===== src/rtl/mux_rr_arbiter_if.sv =====
// Request/grant bundle between the requesting units and the shared result mux arbiter.
// The master modport is the requester side; the slave modport is the arbiter side.
interface mux_rr_arbiter_if #(
   parameter int SEL_WID = 4
);
   localparam int N_REQ = 2 ** SEL_WID;

   logic [N_REQ-1:0]   req;
   logic               rel;
   logic [N_REQ-1:0]   gnt;
   logic [SEL_WID-1:0] sel;
   logic               sel_valid;
   logic               timeout;

   modport master (
      output req, rel,
      input  gnt, sel, sel_valid, timeout
   );

   modport slave (
      input  req, rel,
      output gnt, sel, sel_valid, timeout
   );
endinterface


===== src/rtl/mux_rr_arbiter.sv =====
// Round-robin owner of the 16:1 result mux: one-hot grant, registered select,
// hold timeout, and a mandatory one-cycle bubble between owners.
module mux_rr_arbiter #(
   parameter int SEL_WID  = 4,
   parameter int MAX_HOLD = 64,
   parameter int CNT_WID  = 8
) (
   input logic          clk,
   input logic          rst_n,
   mux_rr_arbiter_if.slave bus
);
   localparam int N_REQ = 2 ** SEL_WID;
   localparam logic [CNT_WID-1:0] HOLD_LAST = CNT_WID'(MAX_HOLD > 0 ? MAX_HOLD - 1 : 0);

   localparam logic [0:0] ST_ARB = 1'b0;
   localparam logic [0:0] ST_OWN = 1'b1;

   logic [0:0]         state;
   logic [SEL_WID-1:0] ptr;
   logic [CNT_WID-1:0] hold_cnt;
   logic [N_REQ-1:0]   gnt_q;
   logic [SEL_WID-1:0] sel_q;
   logic               sel_valid_q;
   logic               timeout_q;

   logic               found;
   logic [SEL_WID-1:0] win;
   logic [SEL_WID-1:0] idx;
   logic               owner_done;
   logic               hold_expired;

   // Scan starts at ptr; SEL_WID-bit addition gives the modulo-N_REQ wrap for free.
   always_comb begin
      found = 1'b0;
      win   = '0;
      idx   = '0;
      for (int unsigned k = 0; k < N_REQ; k++) begin
         idx = ptr + SEL_WID'(k);
         if (!found && bus.req[idx]) begin
            found = 1'b1;
            win   = idx;
         end
      end
   end

   // In OWN, sel_q always holds the owner index.
   assign owner_done   = bus.rel || !bus.req[sel_q];
   assign hold_expired = (MAX_HOLD != 0) && (hold_cnt == HOLD_LAST);

   always_ff @(posedge clk or negedge rst_n) begin
      if (!rst_n) begin
         state       <= ST_ARB;
         ptr         <= '0;
         hold_cnt    <= '0;
         gnt_q       <= '0;
         sel_q       <= '0;
         sel_valid_q <= 1'b0;
         timeout_q   <= 1'b0;
      end else begin
         timeout_q <= 1'b0;
         case (state)
            ST_ARB: begin
               if (found) begin
                  state       <= ST_OWN;
                  gnt_q       <= N_REQ'(1) << win;
                  sel_q       <= win;
                  sel_valid_q <= 1'b1;
                  hold_cnt    <= '0;
               end
            end
            ST_OWN: begin
               if (owner_done || hold_expired) begin
                  state       <= ST_ARB;
                  gnt_q       <= '0;
                  sel_valid_q <= 1'b0;
                  ptr         <= sel_q + 1'b1;
                  timeout_q   <= !owner_done;
               end else if (MAX_HOLD != 0 && hold_cnt != '1) begin
                  hold_cnt <= hold_cnt + 1'b1;
               end
            end
            default: begin
               state       <= ST_ARB;
               gnt_q       <= '0;
               sel_valid_q <= 1'b0;
            end
         endcase
      end
   end

   assign bus.gnt       = gnt_q;
   assign bus.sel       = sel_q;
   assign bus.sel_valid = sel_valid_q;
   assign bus.timeout   = timeout_q;
endmodule


===== src/flat_wrapper.sv =====
// flat-port wrapper written by rule: the top's interface ports become plain ports
module mux_rr_arbiter_flat 
#(
   parameter int SEL_WID  = 4,
   parameter int MAX_HOLD = 64,
   parameter int CNT_WID  = 8
)
  (clk, rst_n, bus_req, bus_rel, bus_gnt, bus_sel, bus_sel_valid, bus_timeout);
  mux_rr_arbiter_if #(.SEL_WID(SEL_WID)) bus_i ();
  input logic clk;
  input logic rst_n;
  input wire logic [$bits(bus_i.req)-1:0] bus_req;
  input wire logic [$bits(bus_i.rel)-1:0] bus_rel;
  output wire logic [$bits(bus_i.gnt)-1:0] bus_gnt;
  output wire logic [$bits(bus_i.sel)-1:0] bus_sel;
  output wire logic [$bits(bus_i.sel_valid)-1:0] bus_sel_valid;
  output wire logic [$bits(bus_i.timeout)-1:0] bus_timeout;
  assign bus_i.req = bus_req;
  assign bus_i.rel = bus_rel;
  assign bus_gnt = bus_i.gnt;
  assign bus_sel = bus_i.sel;
  assign bus_sel_valid = bus_i.sel_valid;
  assign bus_timeout = bus_i.timeout;
  mux_rr_arbiter #(.SEL_WID(SEL_WID), .MAX_HOLD(MAX_HOLD), .CNT_WID(CNT_WID)) u_core (.clk(clk), .rst_n(rst_n), .bus(bus_i));
endmodule

===== config.mk =====
export PLATFORM = sky130hd
export DESIGN_NAME = mux_rr_arbiter_flat
export DESIGN_NICKNAME = d
export VERILOG_FILES = /design/src/rtl/mux_rr_arbiter_if.sv /design/src/rtl/mux_rr_arbiter.sv /design/src/flat_wrapper.sv
export SDC_FILE = /design/constraint.sdc
export NUM_CORES = 1
export LEC_CHECK = 0
export ABC_CLOCK_PERIOD_IN_PS = 5670
export CORE_MARGIN = 2
export CORE_UTILIZATION = 37
export CTS_CLUSTER_DIAMETER = 40
export DETAILED_ROUTE_END_ITERATION = 7
export PLACE_DENSITY = 0.61
export SLEW_MARGIN = 10
export SYNTH_ARGS = -nofsm -noshare
export SYNTH_HDL_FRONTEND = slang
export SYNTH_SLANG_ARGS = --single-unit

===== constraint.sdc =====
create_clock -name clk -period 5.67 [get_ports clk]
set_clock_uncertainty 0.2 [all_clocks]
set_input_delay 0.567 -clock clk [delete_from_list [all_inputs] [get_ports clk]]
set_output_delay 0.567 -clock clk [all_outputs]
set_load 0.05 [all_outputs]

Fig. 1: run 1, cells by drive strength
Scale: 4 px per um.
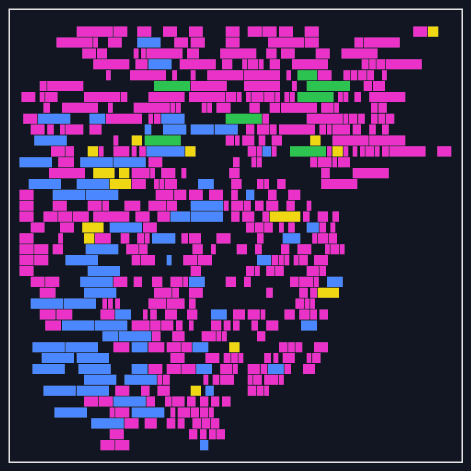
| size | colour | cells | share | most used |
|---|---|---|---|---|
| drive 3 to 4 | yellow | 15 | 3.1% | buf_4 |
| drive 2 | blue | 67 | 14% | mux4_2 |
| drive 6 and up | green | 7 | 1.4% | clkbuf_16 |
| drive 1 or less | magenta | 402 | 82% | nand2_1 |

Fig. 2: run 1, clock routing
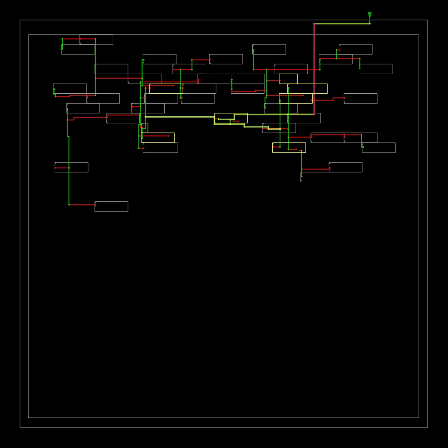
TritonCTS Buffers: 5
flip-flops: 35
Latency at later pin: 0.28 ns

==> results.toml, run 1 <==
# physical design summary
[status]
status = "completed"

[final_timing]
hold_viol = 0
tightestPinTransition_ns = 1.00
fin_crit_sh_pct = 87.8
hold_ws_ns = 0.281
setup_viol = 0
tns_ns = 0
max_freq_mhz = 201

[worst_setup_path]
r2r_slack_ns = 0.69
crit_arrival_ns = 4.95
crit_type = "flop to flop"
crit_path_start_kind = "flop"
crit_fanout = 23

[logic_synthesis]
synth_area_um2 = 4380
ys_chip_area_um2 = 4380
yosys.area_share.simple_pct = 18.6
largest_area_cell = "dfrtp_1"
yosysWarnings = 0
syn_inst = 460
xor_area_share_pct = 3.37
top_cells_by_area = "dfrtp_1, mux4_2, mux2i_1"
netlist.area_leader.share_pct = 20.0
flop_cell = "dfrtp_1"
adder_share_pct = 2.57
synth_area_per_cell_um2 = 9.53
edf_count = 0
async_flop_share_pct = 100
yosys.area_share.aoi_pct = 17.9
ys_cells = 460

[route]
dr_wl_met3_um = 854
top_layer = "met4"
drtIter0Drc = 421
wl_um = 13600
drt-met1-wl_um = 6120
avgRoutedWirePerCell_um = 21.5

[cts]
cts_tree = "yes"
cts_setup_buffers = 0
path_clk_slew_ns = 0.06
postCtsHoldBufs = 0
h-tree-depth = 2

[placement]
portBuffers = 40
dpl_cell_area_um2 = 4890
routabilityCongestion = 0.948

[global_routing]
top_usage_layer = "met2"
grt.met3_usage_pct = 3.16
grt_overflow = 0

[layout]
fin_util_pct = 44.1
area_growth_pct = 15.5
fillers = 1088
diodes = 0
design_area_um2 = 5060

[die]
core_area_um2 = 11500
io_pins = 41
die_y_um = 113
chipArea_um2 = 12700

[run]
warning_count = 31

[hold_path]
hp-class = "flop to flop"
Fig. 3: run 1, the metal 3 layer
Scale: 4 px per um.
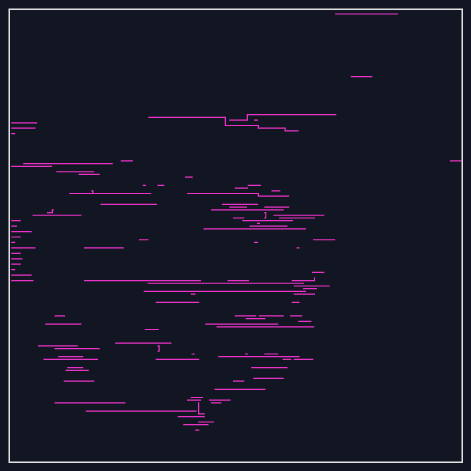
main direction: horizontal
longest straight run: 40.3 um
nets with wire on the layer: 82

-- run 1: cell usage after synthesis, types with 6 or more instances --
| cell type | number |
|---|---|
| inv_1 | 11 |
| nor4_1 | 7 |
| mux2_2 | 12 |
| nand4_1 | 10 |
| xnor2_1 | 11 |
| nand3_1 | 17 |
| nor2_1 | 27 |
| nor3_1 | 6 |
| mux2i_1 | 32 |
| a21oi_1 | 18 |
| ha_1 | 9 |
| nor2b_1 | 6 |
| o41ai_2 | 6 |
| o31ai_1 | 10 |
| o211ai_1 | 6 |
| buf_2 | 7 |
| mux4_2 | 36 |
| dfrtp_1 | 35 |
| nand2_1 | 48 |
| mux2_1 | 10 |
| clkbuf_1 | 12 |
| o21ai_0 | 20 |
| and3_1 | 12 |
-- run 1: metrics by stage --
stage               cells  setup slack [ns]
floorplan             460             0.965
global placement      626             0.860
detailed placement    626             0.714
CTS                   634             0.708
global route          634             0.334
finish                634             0.690
-- run 1: cells in the final DEF, fill, tap and decap left out, types with 9 or more instances in the layout --
cell type / instances
ha_1: 9
mux2_1: 10
buf_4: 10
dfrtp_1: 34
mux2i_1: 32
clkdlybuf4s50_1: 40
o31ai_1: 10
mux2_2: 12
and3_1: 12
nand3_1: 17
inv_1: 11
nand2_1: 48
o21ai_0: 20
nand4_1: 10
nor2_1: 27
xnor2_1: 11
mux4_2: 36
a21oi_1: 18
-- run 1: path summary, 6_finish.rpt --
kind | endpoint | depth (start not counted) | startpoint
setup / recovery | u_core.bus.gnt[11]$_DFFE_PN0P_ | 11 | u_core.ptr[2]$_DFFE_PN0P_
max in group asynchronous | u_core.ptr[0]$_DFFE_PN0P_ | 2 | rst_n
hold reg to reg | u_core.bus.gnt[10]$_DFFE_PN0P_ | 2 | u_core.bus.gnt[10]$_DFFE_PN0P_
hold / removal | u_core.bus.gnt[10]$_DFFE_PN0P_ | 2 | u_core.bus.gnt[10]$_DFFE_PN0P_
setup reg to reg | u_core.bus.gnt[11]$_DFFE_PN0P_ | 11 | u_core.ptr[2]$_DFFE_PN0P_
min in group asynchronous | u_core.hold_cnt[5]$_DFFE_PN0P_ | 2 | rst_n
-- run 1: layout make-up --
cell class / count / area, um2 / area share [%]
multi-input cells: 386 / 3310 / 65.4
repair buffers: 50 / 475 / 9.39
clock inverters: 2 / 35.0 / 0.692
clock buffers: 6 / 139 / 2.74
flip-flops and latches: 35 / 877 / 17.3
inverters: 12 / 45.0 / 0.890
well taps: 143 / 179 / 3.53
-- run 1: worst max-delay path, cell delays in order (launching register included) --
cell,delay [ns]
dfrtp_1,0.85
inv_2,0.29
ha_1,0.31
a21boi_1,0.15
xnor2_1,0.48
mux4_2,0.72
and4_1,0.32
and4_1,0.27
a21oi_1,0.13
buf_4,0.23
or3b_1,0.55
o41ai_2,0.36
-- run 1: logic make-up after synthesis --
| family | count (synthesis) |
|---|---|
| muxes | 95 |
| and+or+nand+nor | 160 |
| AOI/OAI and AO/OA | 106 |
| adders and majority gates | 9 |
| buffers and inverters | 39 |
| DFF | 35 |
| xor gates and xnor gates | 16 |
==> run 1 -> run 2 <==
ABC_CLOCK_PERIOD_IN_PS = 5400   (was 5670)
GPL_TIMING_DRIVEN = 0   (was unset)
clock period = 5.4 ns   (was 5.67 ns; I/O delays follow)
Fig. 4: run 2, the metal 3 layer
Scale: 4 px per um.
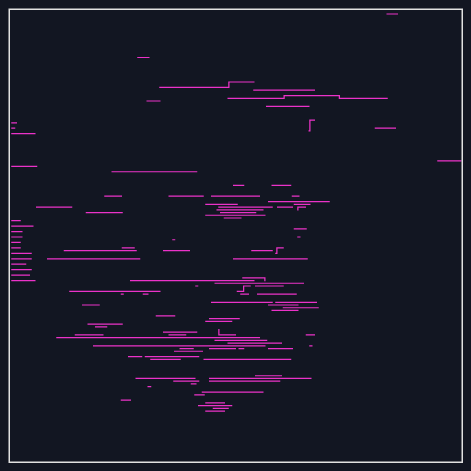
share of all routed wire: 6.6%
longest straight run: 50.6 um
wire length on this layer: 929 um
main direction: horizontal
nets with wire on the layer: 82

Fig. 5: run 2, clock routing
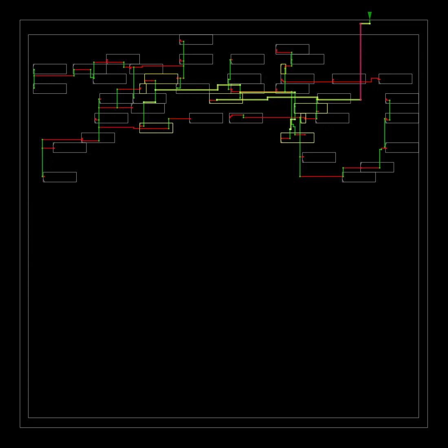
clock sinks: 35
# clk buffers: 7

Fig. 6: run 2, cells by drive strength
Scale: 4 px per um.
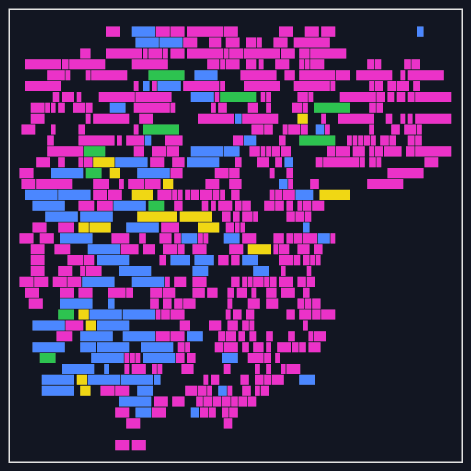
| size | colour | cells | share | most used |
|---|---|---|---|---|
| drive 2 | blue | 73 | 14% | mux4_2 |
| drive 3 to 4 | yellow | 16 | 3.1% | buf_4 |
| drive 1 or less | magenta | 410 | 81% | nand2_1 |
| drive 6 and up | green | 10 | 2.0% | clkbuf_16 |

==> run 2 against run 1 <==
Die size unchanged. Flip-flop count unchanged. Final cell count increased by 2.8%. Maximum frequency is 3.7% lower. Routed wire length is 2.5% higher. Critical path type unchanged. Largest cell class unchanged.
==> results.toml, run 2 <==
# physical design summary
[worst_setup_path]
crit_type = "flop to flop"
r2r-start = "u_core.ptr[1]$_DFFE_PN0P_"
crit_fanout = 10
r2r_cells = 16
crit_path_start_kind = "flop"
crit_path_end_kind = "flop"
worstReg2RegEnd = "u_core.bus.gnt[9]$_DFFE_PN0P_"
startpoint = "u_core.ptr[1]$_DFFE_PN0P_"
r2r_slack_ns = 0.23
crit_arrival_ns = 5.14
critPathCapture = "u_core.bus.gnt[9]$_DFFE_PN0P_"

[final_timing]
fin_crit_sh_pct = 95.8
hold_ws_ns = 0.145
hold_viol = 0
max_freq_mhz = 193
setup_viol = 0
tightestPinTransition_ns = 0.864

[die]
die_w_um = 113
die_y_um = 113
chipArea_um2 = 12700
core_area_um2 = 11500

[logic_synthesis]
yosysWarnings = 0
top_cell = "nand2_1"
flop_cell = "dfrtp_1"
async_flop_share_pct = 100
yosys.area_share.simple_pct = 18.6
synth_area_per_cell_um2 = 9.53
top_cells_by_area = "dfrtp_1, mux4_2, mux2i_1"
numSynthFlops = 35
synth_area_um2 = 4380
yosys.area_share.aoi_pct = 17.9
ys_cells = 460
edf_count = 0
ys_chip_area_um2 = 4380
syn_inst = 460
netlist.area_leader.share_pct = 20.0
xor_area_share_pct = 3.37
adder_share_pct = 2.57
postSynthSeqShare_pct = 20.0
top_cells_by_count = "nand2_1, mux4_2, dfrtp_1, mux2i_1, nor2_1"
largest_area_cell = "dfrtp_1"

[layout]
final_cell_mix = "nand2_1, clkdlybuf4s50_1, mux4_2, dfrtp_1, mux2i_1"
combGateArea_um2 = 3350
fin_cells = 652
area_growth_pct = 17.9
mostFrequentLayoutCell = "nand2_1"
seq_area_um2 = 876
diodes = 0
fillers = 1072

[route]
viasPerCell = 6.48
wl_um = 14000
drtIter0Drc = 459
avgRoutedWirePerCell_um = 21.5

[cts]
h-tree-depth = 2
cts_buffer_depth = 2
cts_tree = "yes"
postCtsHoldBufs = 0
cts_made_buffers = 5
insertion_delay_ns = 0.28
path_clk_slew_ns = 0.06

[status]
status = "completed"

[placement]
routabilityCongestion = 0.981
portBuffers = 40
placed_cells = 643

[run]
warning_count = 32

[global_routing]
grt.met3_usage_pct = 3.59
grt_overflow = 0
top_usage_layer = "met2"

[hold_path]
hp-class = "input port to asynchronous set/reset pin"
-- run 2: logic make-up (layout without fill, tap and decap cells) --
family | Yosys count | in the layout
mux | 95 | 95
xor+xnor | 16 | 16
fa+ha+maj | 9 | 9
compound gates | 106 | 106
buf+inv | 39 | 88
simple gates | 160 | 160
flops | 35 | 35
-- run 2: stage by stage --
stage / TNS, ns / area (um2) / setup slack [ns] / util [%]
after floorplan: 0 / 4380 / 0.695 / -
after global placement: -5.50 / 4960 / -0.365 / 43.3
after detailed placement: -6.14 / 4960 / -0.367 / 43.2
after CTS: -0.00939 / 5110 / -0.00939 / 44.6
after global routing: 0 / 5170 / 0.00617 / 45.1
final: 0 / 5170 / 0.228 / 45.1
-- run 2: area by class of cell --
cell class | instances | area share, %
plain buffers | 24 | 2.88
multi-input cells | 386 | 64.9
inverters | 12 | 0.944
repair buffers | 44 | 8.23
clock buffers | 7 | 2.57
well taps | 143 | 3.46
flip-flops and latches | 35 | 16.9
clock inverters | 1 | 0.0969
-- run 2: what timing repair did --
action,CTS,global route
buffers inserted,0,4
endpoints found under the setup margin,26,26
pin swaps,0,0
gates resized,5,7
-- run 2: routing by layer --
metal	vias to the layer above	wire length, um	share of wire, %
li1	1903	-	-
met1	2104	6120	44
met2	197	6670	48
met3	24	928	6.6
met4	0	274	2.0
met5	-	0	0
-- run 2: worst min path at each step --
| stage | startpoint | endpoint | slack [ns] | cells past startpoint |
|---|---|---|---|---|
| after floorplan | rst_n | u_core.bus.gnt[0]$_DFFE_PN0P_ | 0.04 | 0 |
| after global placement | u_core.bus.gnt[11]$_DFFE_PN0P_ | u_core.bus.gnt[11]$_DFFE_PN0P_ | 0.26 | 2 |
| after detailed placement | u_core.bus.gnt[15]$_DFFE_PN0P_ | u_core.bus.gnt[15]$_DFFE_PN0P_ | 0.27 | 2 |
| after CTS | rst_n | u_core.hold_cnt[4]$_DFFE_PN0P_ | 0.17 | 1 |
| after global routing | rst_n | u_core.hold_cnt[2]$_DFFE_PN0P_ | 0.22 | 1 |
| final | rst_n | u_core.hold_cnt[3]$_DFFE_PN0P_ | 0.14 | 1 |
-- run 2: critical path, stage by stage (launching register included) --
cell,delay [ns]
dfrtp_1,0.51
clkbuf_4,0.32
clkinvlp_4,0.23
ha_1,0.35
buf_6,0.13
buf_6,0.17
mux4_2,0.61
or2_2,0.32
nand4_1,0.19
and4_1,0.27
buf_2,0.22
nand4_1,0.21
o22ai_1,0.29
nor3_1,0.13
or3b_1,0.36
buf_4,0.19
o41ai_2,0.33
==> run 2 -> run 3 <==
RECOVER_POWER = 50   (was unset)
SLEW_MARGIN = 20   (was 10)
TNS_END_PERCENT = 10   (was unset)
Fig. 7: run 3, cells by drive strength
Scale: 4 px per um.
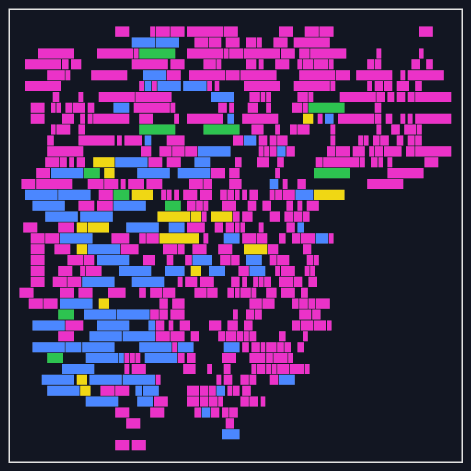
| size | colour | cells | share |
|---|---|---|---|
| drive 6 and up | green | 10 | 1.9% |
| drive 2 | blue | 73 | 14% |
| drive 3 to 4 | yellow | 17 | 3.3% |
| drive 1 or less | magenta | 413 | 81% |

Fig. 8: run 3, the metal 3 layer
Scale: 4 px per um.
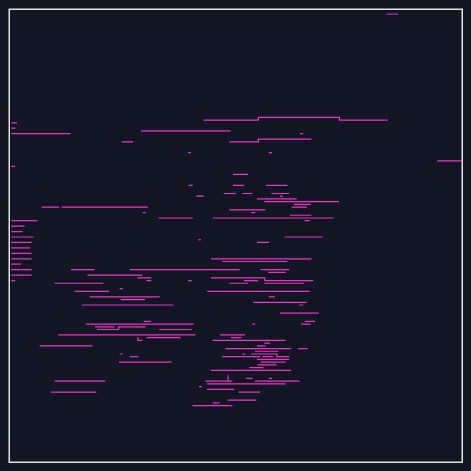
share of all routed wire: 6.5%
main direction: horizontal

Fig. 9: run 3, register map, names as in the netlist
Scale: 3 px per um.
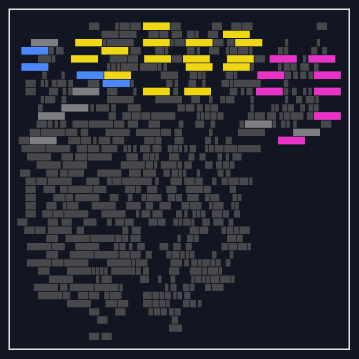
| signal | colour | sequential cells | where |
|---|---|---|---|
| u_core.hold_cnt | magenta | 8 | upper right |
| u_core.bus.gnt | yellow | 16 | top centre |
| u_core.bus.sel | blue | 4 | upper left |

==> run 3 against run 2 <==
Final cell count up 0.61%. Area after synthesis unchanged. Critical path depth unchanged. Synthesized cell count unchanged. Maximum frequency up 0.90%. Flip-flop count unchanged. First-iteration DRC count down 9.2%. Die size unchanged. Worst hold slack better by 0.12 ns. Non-clock buffer count up 4. Critical path type unchanged. Critical endpoint unchanged.
==> results.toml, run 3 <==
# physical design summary
[worst_setup_path]
crit_fanout = 10
critPathMaxStageDelay_ns = 0.60
r2r_cells = 16
startpoint = "u_core.ptr[1]$_DFFE_PN0P_"
r2r_slack_ns = 0.27
critPathSlowestCell = "mux4_2"
crit_type = "flop to flop"
crit_buf_inv = 6
crit_path_start_kind = "flop"
r2r-start = "u_core.ptr[1]$_DFFE_PN0P_"
cp_top_family = "simple AND/OR/NAND/NOR gates"

[cts]
cts_buffer_depth = 2
h-tree-depth = 2
path_clk_slew_ns = 0.05
cts.sinks = 35
insertion_delay_ns = 0.27
cts_tree = "yes"

[hold_path]
hp-class = "flop to flop"
hold_depth = 2
worstHoldEndpoint = "u_core.bus.gnt[15]$_DFFE_PN0P_"
hp-start = "u_core.bus.gnt[15]$_DFFE_PN0P_"

[die]
core_area_um2 = 11500
io_pins = 41
chipArea_um2 = 12700
die_y_um = 113
die_w_um = 113

[final_timing]
max_freq_mhz = 195
fin_crit_sh_pct = 94.9
hold_ws_ns = 0.267
hold_viol = 0
setup_viol = 0

[logic_synthesis]
yosys.area_share.aoi_pct = 17.9
yosys.area_share.simple_pct = 18.6
flop_cell = "dfrtp_1"
top_cells_by_count = "nand2_1, mux4_2, dfrtp_1, mux2i_1, nor2_1"
ys_cells = 460
edf_count = 0
largest_area_cell = "dfrtp_1"
adder_share_pct = 2.57
netlist.area_leader.share_pct = 20.0
async_flop_share_pct = 100
yosysWarnings = 0
ys_chip_area_um2 = 4380
syn_inst = 460
top_cell = "nand2_1"
top_cells_by_area = "dfrtp_1, mux4_2, mux2i_1"
numSynthFlops = 35
synth_area_um2 = 4380
postSynthSeqShare_pct = 20.0

[placement]
portBuffers = 40
routabilityCongestion = 0.981
dpl_cell_area_um2 = 4980

[layout]
diodes = 0
design_area_um2 = 5190
mostFrequentLayoutCell = "nand2_1"

[run]
warning_count = 31

[route]
wl_um = 14000
viasPerCell = 6.44
met2_length_um = 6460
avgRoutedWirePerCell_um = 21.4
drt-met1-wl_um = 6140

[status]
status = "completed"
run 3: cell families (layout without fill, tap and decap cells):
| kind of cell | count (synthesis) | in the layout |
|---|---|---|
| AOI/OAI and AO/OA | 106 | 106 |
| DFF | 35 | 35 |
| muxes | 95 | 95 |
| buffers and inverters | 39 | 92 |
| and+or+nand+nor | 160 | 160 |
| xor gates and xnor gates | 16 | 16 |
| adders and majority gates | 9 | 9 |
run 3: layer usage:
layer	global-route usage, %	up-vias
li1	-	1916
met1	31.2	2065
met2	34.3	201
met3	3.37	40
met4	9.59	0
met5	0	-
run 3: through the flow:
step	setup slack, ns	std cells	util (%)	setup TNS [ns]
2_1_floorplan	0.695	460	-	0
3_3_place_gp	-0.365	643	43.3	-5.50
3_5_place_dp	-0.363	644	43.4	-5.97
4_1_cts	0.0208	652	44.9	0
5_1_grt	0.0434	656	45.3	0
6_report	0.274	656	45.3	0
run 3: timing repair:
item | 4_1_cts | 5_1_grt
hold endpoints to repair | 8 | 0
setup endpoints to repair | 26 | 26
cloned | 0 | 0
hold buffers | 1 | 0
buffers inserted | 0 | 5
gates resized | 6 | 6
run 3: how the worst max path moves through the flow:
stage               slack [ns]  cells after the start                             end
global placement         -0.36                     14   u_core.bus.gnt[9]$_DFFE_PN0P_
global route              0.04                     16   u_core.bus.gnt[9]$_DFFE_PN0P_
finish                    0.27                     16   u_core.bus.gnt[9]$_DFFE_PN0P_
CTS                       0.02                     13   u_core.bus.gnt[9]$_DFFE_PN0P_
floorplan                 0.69                     16  u_core.bus.gnt[11]$_DFFE_PN0P_
detailed placement       -0.36                     14   u_core.bus.gnt[9]$_DFFE_PN0P_
run 3: area by class of cell:
| class | instances | area [um2] |
|---|---|---|
| fill | 1052 | 6270 |
| buffer | 25 | 149 |
| sequential | 35 | 876 |
| clock buffer | 7 | 133 |
| timing repair buffer | 47 | 445 |
| multi-input combinational | 386 | 3360 |
| tap | 143 | 179 |
| clock inverter | 1 | 5.00 |
| inverter | 12 | 48.8 |
run 3: worst reg2reg max path: stages, from the launching register on:
cell and delay [ns]:
dfrtp_1 0.51, clkbuf_4 0.32, clkinvlp_4 0.25, ha_1 0.37, buf_6 0.13, buf_6 0.17, mux4_2 0.60, or2_2 0.32
nand4_1 0.19, and4_1 0.27, buf_2 0.22, nand4_1 0.22, o22ai_1 0.27, nor3_1 0.12, or3b_1 0.36, buf_4 0.19
o41ai_2 0.33
